**config.mk**
```make
export PLATFORM = sky130hd
export DESIGN_NAME = mem_port_arbiter
export DESIGN_NICKNAME = d
export VERILOG_FILES = /design/src/rtl/mem_port_arbiter.sv
export SDC_FILE = /design/constraint.sdc
export NUM_CORES = 1
export LEC_CHECK = 0
export CAP_MARGIN = 20
export CORE_AREA = 2 2 119 121
export CTS_BUF_LIST = sky130_fd_sc_hd__clkbuf_4 sky130_fd_sc_hd__clkbuf_8
export DETAILED_ROUTE_END_ITERATION = 7
export DIE_AREA = 0 0 121 123
export PLACE_DENSITY = 0.81
export RECOVER_POWER = 100
export SLEW_MARGIN = 20
export SYNTH_ARGS = -nofsm -noshare
export SYNTH_HDL_FRONTEND = slang
export SYNTH_SLANG_ARGS = --single-unit
```
**constraint.sdc**
```tcl
create_clock -name clk -period 1.6 [get_ports clk]
set_clock_uncertainty 0.05 [all_clocks]
set_input_delay 0.48 -clock clk [delete_from_list [all_inputs] [get_ports clk]]
set_output_delay 0.48 -clock clk [all_outputs]
set_load 0.03 [all_outputs]
```
**src/rtl/mem_port_arbiter.sv**
```systemverilog
// -----------------------------------------------------------------------------
// mem_port_arbiter
//
// Shares one req/ack memory port between the F-stage instruction fetch (I) and
// the M-stage data access (D) of a 5-stage MIPS pipeline. D has priority; a
// launched transaction always runs to completion. Per-port done flags stay set
// until the pipeline advances (stall==0), so a served port is never re-issued
// while the other port still holds the pipe frozen.
//
// Ports
//   clk, reset                  clock, synchronous active-high reset
//   i_req/i_addr                fetch request and PC, held until i_ready
//   i_rdata/i_ready             registered instruction, served level
//   d_req/d_addr/d_wdata/d_byteen  data request (d_byteen==0 means load)
//   d_rdata/d_ready             registered load data, served level
//   stall                       combinational pipeline freeze request
//   mem_req/mem_addr/mem_wdata/mem_byteen  registered memory request
//   mem_rdata/mem_ack           memory response (ack may come in first cycle)
// -----------------------------------------------------------------------------
module mem_port_arbiter #(
    parameter int MEM_AW = 32
) (
    input  logic              clk,
    input  logic              reset,
    input  logic              i_req,
    input  logic [31:0]       i_addr,
    output logic [31:0]       i_rdata,
    output logic              i_ready,
    input  logic              d_req,
    input  logic [31:0]       d_addr,
    input  logic [31:0]       d_wdata,
    input  logic [3:0]        d_byteen,
    output logic [31:0]       d_rdata,
    output logic              d_ready,
    output logic              stall,
    output logic              mem_req,
    output logic [MEM_AW-1:0] mem_addr,
    output logic [31:0]       mem_wdata,
    output logic [3:0]        mem_byteen,
    input  logic [31:0]       mem_rdata,
    input  logic              mem_ack
);

    typedef enum logic [1:0] {
        IDLE,
        BUSY_I,
        BUSY_D
    } state_e;

    state_e            state_q,      state_d;
    logic              mem_req_q,    mem_req_d;
    logic [MEM_AW-1:0] mem_addr_q,   mem_addr_d;
    logic [31:0]       mem_wdata_q,  mem_wdata_d;
    logic [3:0]        mem_byteen_q, mem_byteen_d;
    logic              i_done_q,     i_done_d;
    logic              d_done_q,     d_done_d;
    logic [31:0]       i_rdata_q,    i_rdata_d;
    logic [31:0]       d_rdata_q,    d_rdata_d;

    logic i_pending;
    logic d_pending;

    assign i_pending = i_req & ~i_done_q;
    assign d_pending = d_req & ~d_done_q;
    assign stall     = i_pending | d_pending;

    always_comb begin
        // NOTE: every signal gets its hold value first so no path leaves it
        // unassigned; otherwise synthesis infers a latch.
        state_d      = state_q;
        mem_req_d    = mem_req_q;
        mem_addr_d   = mem_addr_q;
        mem_wdata_d  = mem_wdata_q;
        mem_byteen_d = mem_byteen_q;
        i_done_d     = i_done_q;
        d_done_d     = d_done_q;
        i_rdata_d    = i_rdata_q;
        d_rdata_d    = d_rdata_q;

        // Pipeline advances: both steps' services are consumed. A completion
        // on this same edge (request dropped mid-flight) still sets its flag
        // below, because the set is applied after the clear.
        if (!stall) begin
            i_done_d = 1'b0;
            d_done_d = 1'b0;
        end

        unique case (state_q)
            IDLE: begin
                // A stray mem_ack here is ignored.
                if (d_pending) begin
                    state_d      = BUSY_D;
                    mem_req_d    = 1'b1;
                    mem_addr_d   = MEM_AW'(d_addr);
                    mem_wdata_d  = d_wdata;
                    mem_byteen_d = d_byteen;
                end else if (i_pending) begin
                    state_d      = BUSY_I;
                    mem_req_d    = 1'b1;
                    mem_addr_d   = MEM_AW'(i_addr);
                    mem_byteen_d = 4'b0000;
                end
            end
            BUSY_I: begin
                if (mem_ack) begin
                    state_d   = IDLE;
                    mem_req_d = 1'b0;
                    i_done_d  = 1'b1;
                    i_rdata_d = mem_rdata;
                end
            end
            BUSY_D: begin
                if (mem_ack) begin
                    state_d   = IDLE;
                    mem_req_d = 1'b0;
                    d_done_d  = 1'b1;
                    // Stores leave the last load result visible.
                    if (mem_byteen_q == 4'b0000) begin
                        d_rdata_d = mem_rdata;
                    end
                end
            end
            default: begin
                state_d   = IDLE;
                mem_req_d = 1'b0;
            end
        endcase
    end

    // NOTE: state registers use non-blocking assignments so every flop samples
    // the pre-edge values, independent of statement order.
    always_ff @(posedge clk) begin
        if (reset) begin
            state_q      <= IDLE;
            mem_req_q    <= 1'b0;
            mem_addr_q   <= '0;
            mem_wdata_q  <= '0;
            mem_byteen_q <= '0;
            i_done_q     <= 1'b0;
            d_done_q     <= 1'b0;
            i_rdata_q    <= '0;
            d_rdata_q    <= '0;
        end else begin
            state_q      <= state_d;
            mem_req_q    <= mem_req_d;
            mem_addr_q   <= mem_addr_d;
            mem_wdata_q  <= mem_wdata_d;
            mem_byteen_q <= mem_byteen_d;
            i_done_q     <= i_done_d;
            d_done_q     <= d_done_d;
            i_rdata_q    <= i_rdata_d;
            d_rdata_q    <= d_rdata_d;
        end
    end

    assign mem_req    = mem_req_q;
    assign mem_addr   = mem_addr_q;
    assign mem_wdata  = mem_wdata_q;
    assign mem_byteen = mem_byteen_q;
    assign i_ready    = i_done_q;
    assign d_ready    = d_done_q;
    assign i_rdata    = i_rdata_q;
    assign d_rdata    = d_rdata_q;

endmodule
```
==> impl_results.html <==
<h3>Run summary</h3>
<table>
<tr><th>Metric</th><th>Value</th></tr>
<tr><th colspan="2">Layout</th></tr>
<tr><td>Net count reported at finish</td><td>1039</td></tr>
<tr><td>Most used logic cell in the final layout</td><td>clkdlybuf4s50_1</td></tr>
<tr><td>Logic gate fraction of the total cell area</td><td>0.287</td></tr>
<tr><td>Post-route design area</td><td>0.00892 mm2</td></tr>
<tr><td>Area Growth Syn to Fin</td><td>59.8%</td></tr>
<tr><td>Buffering overhead</td><td>0.327</td></tr>
<tr><td>Antenna Diode Count</td><td>0</td></tr>
<tr><td>CLK BUF</td><td>19</td></tr>
<tr><td>#MultiIn Comb</td><td>426</td></tr>
<tr><td>Count of non-CTS buffers in the layout</td><td>314</td></tr>
<tr><td>Final Core Density</td><td>0.656</td></tr>
<tr><th colspan="2">STA</th></tr>
<tr><td>Worst hold slack across all endpoints</td><td>0.402 ns</td></tr>
<tr><td>Total of endpoints with negative setup slack in the final report</td><td>1</td></tr>
<tr><td>Final critical-path setup slack</td><td>-0.0448 ns</td></tr>
<tr><td>Hold Vio Cnt, Final</td><td>0</td></tr>
<tr><td>Pins Over Slew Limit</td><td>0</td></tr>
<tr><td>Highest achievable clock rate</td><td>0.608 GHz</td></tr>
<tr><td>Final critical path time including I/O delays and setup</td><td>1.64 ns</td></tr>
<tr><td>Post-route setup TNS</td><td>-0.0448 ns</td></tr>
<tr><td>Final worst path period share</td><td>1.03</td></tr>
<tr><th colspan="2">Global route</th></tr>
<tr><td>Residual overflow from global routing</td><td>0</td></tr>
<tr><td>Number of global-route vias before repair</td><td>5035</td></tr>
<tr><td>Initial antenna violation count</td><td>0</td></tr>
<tr><td>Most used routing layer</td><td>met2</td></tr>
<tr><td>Maximum number of pins on one net before global-route repair</td><td>57</td></tr>
<tr><td>Met1 track utilization from global routing</td><td>0.247</td></tr>
<tr><th colspan="2">Status</th></tr>
<tr><td>Violations in the final reports</td><td>negative setup slack</td></tr>
<tr><td>Outcome</td><td>finished with violations</td></tr>
<tr><th colspan="2">Floorplanning</th></tr>
<tr><td>Floorplan core area</td><td>0.0136 mm2</td></tr>
<tr><td>Io pins</td><td>273</td></tr>
<tr><td>Number of tap cells inserted</td><td>180</td></tr>
<tr><th colspan="2">Clock tree</th></tr>
<tr><td>Setup fix buffers added after clock tree synthesis</td><td>4</td></tr>
<tr><td>H-tree depth</td><td>4</td></tr>
<tr><td>Reg clk slew, reported paths</td><td>0.08 ns</td></tr>
<tr><td>CTS Root Buffer Type</td><td>clkbuf_8</td></tr>
<tr><td>Quantity of hold-fixing buffers added after cts</td><td>0</td></tr>
<tr><td>TritonCTS Buffers</td><td>17</td></tr>
<tr><td>Clock tree buffer depth</td><td>2</td></tr>
<tr><td>Clk latency late pin</td><td>0.43 ns</td></tr>
<tr><th colspan="2">Logic synthesis</th></tr>
<tr><td>Top-area cell share</td><td>0.491</td></tr>
<tr><td>Yosys cell count</td><td>613</td></tr>
<tr><td>Synthesized cell area</td><td>0.00559 mm2</td></tr>
<tr><td>Share of synthesized cell area in full adder, half adder and majority cells</td><td>0.00672</td></tr>
<tr><td>Aoi share</td><td>0.112</td></tr>
<tr><td>Synth logic family</td><td>simple AND/OR/NAND/NOR gates</td></tr>
<tr><td>Count leader, synth</td><td>dfxtp_1</td></tr>
<tr><td>Largest area contributor in the netlist</td><td>dfxtp_1</td></tr>
<tr><td>Yosys warnings</td><td>0</td></tr>
<tr><td>Mean instance size in the synthesized netlist</td><td>9.11 um2</td></tr>
<tr><th colspan="2">Detailed routing</th></tr>
<tr><td>Residual DRC count</td><td>0</td></tr>
<tr><td>TritonRoute pass-1 iters</td><td>4</td></tr>
<tr><td>Highest routed layer</td><td>met4</td></tr>
<tr><td>Iteration-0 DRC count of the detailed router</td><td>259</td></tr>
<tr><td>Drt via density</td><td>4.83</td></tr>
<tr><th colspan="2">Worst setup path</th></tr>
<tr><td>Origin of the worst setup path</td><td>d_ready</td></tr>
<tr><td>Family with the most delay on the worst path</td><td>flip-flops</td></tr>
<tr><td>Beginning of the worst register-to-register path</td><td>mem_byteen[2]</td></tr>
<tr><td>Class of the most critical setup path</td><td>flop to output port</td></tr>
<tr><td>Startpoint kind of the worst setup timing path</td><td>flop</td></tr>
<tr><td>Worst path max stage delay</td><td>0.35 ns</td></tr>
<tr><td>Arrival time at the worst endpoint</td><td>1.11 ns</td></tr>
<tr><td>Path depth of the worst reg2reg path</td><td>5</td></tr>
<tr><td>Crit path capture</td><td>stall</td></tr>
<tr><td>Critical path's slowest cell</td><td>dfxtp_4</td></tr>
<tr><th colspan="2">Run</th></tr>
<tr><td>Number of max-cap violations</td><td>0</td></tr>
<tr><td>Number of warnings in the stage logs</td><td>30</td></tr>
<tr><th colspan="2">Placement</th></tr>
<tr><td>Setup Slack @ Placement</td><td>-0.324 ns</td></tr>
<tr><td>Global placement routability congestion</td><td>0.829</td></tr>
<tr><td>Cell area reported after detailed placement</td><td>0.00884 mm2</td></tr>
<tr><th colspan="2">Pwr</th></tr>
<tr><td>Share of power burned in registers</td><td>0.401</td></tr>
<tr><td>Cell Pwr Density</td><td>1080 mW/mm2</td></tr>
<tr><td>Portion of total power attributed to the clock network</td><td>0.337</td></tr>
<tr><td>Max VDD drop</td><td>0.000586 V</td></tr>
<tr><td>Max power group</td><td>registers</td></tr>
<tr><td>Seq pwr</td><td>3.86 mW</td></tr>
<tr><td>Total design power</td><td>9.62 mW</td></tr>
<tr><th colspan="2">Worst hold path</th></tr>
<tr><td>HP Start</td><td>reset</td></tr>
</table>
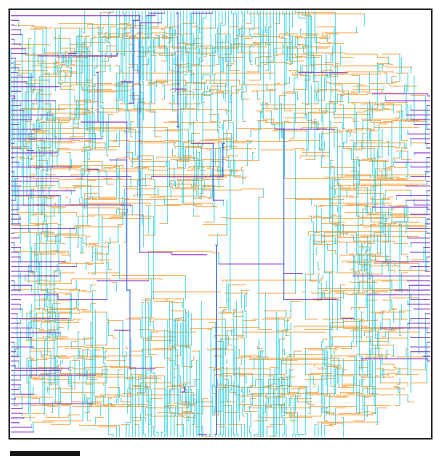
metal_stack.png
Bar = 20 um.
color	layer	wire length
cyan	met2	8790 um
blue	met4	340 um
purple	met3	1210 um
orange	met1	7000 um
wire length reported by the detailed router: 17300 um
Wirelength per Cell: 15.9 um
total via count in the routed design: 5272

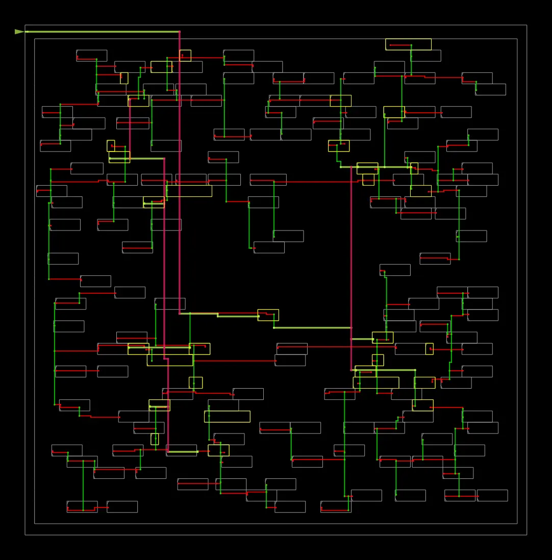
final_clocks.png
clock network power: 3.24 mW
flip-flops: 137
CTS sink count: 137

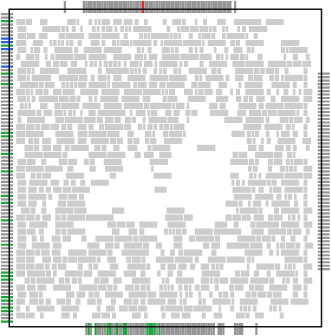
pins.png
Pins as bars across the die edge, other pins in gray.
color	port	pins	direction	edge
green	mem_addr	32	output	20 left, 12 bottom
blue	mem_byteen	4	output	left
red	i_req	1	input	top
all pins by edge	89 left, 65 top, 62 bottom, 57 right
overall die width: 121 um
count of input and output buffers: 272
die height: 123 um

Power figures rest on the tool's default switching activity, not on a simulated workload.
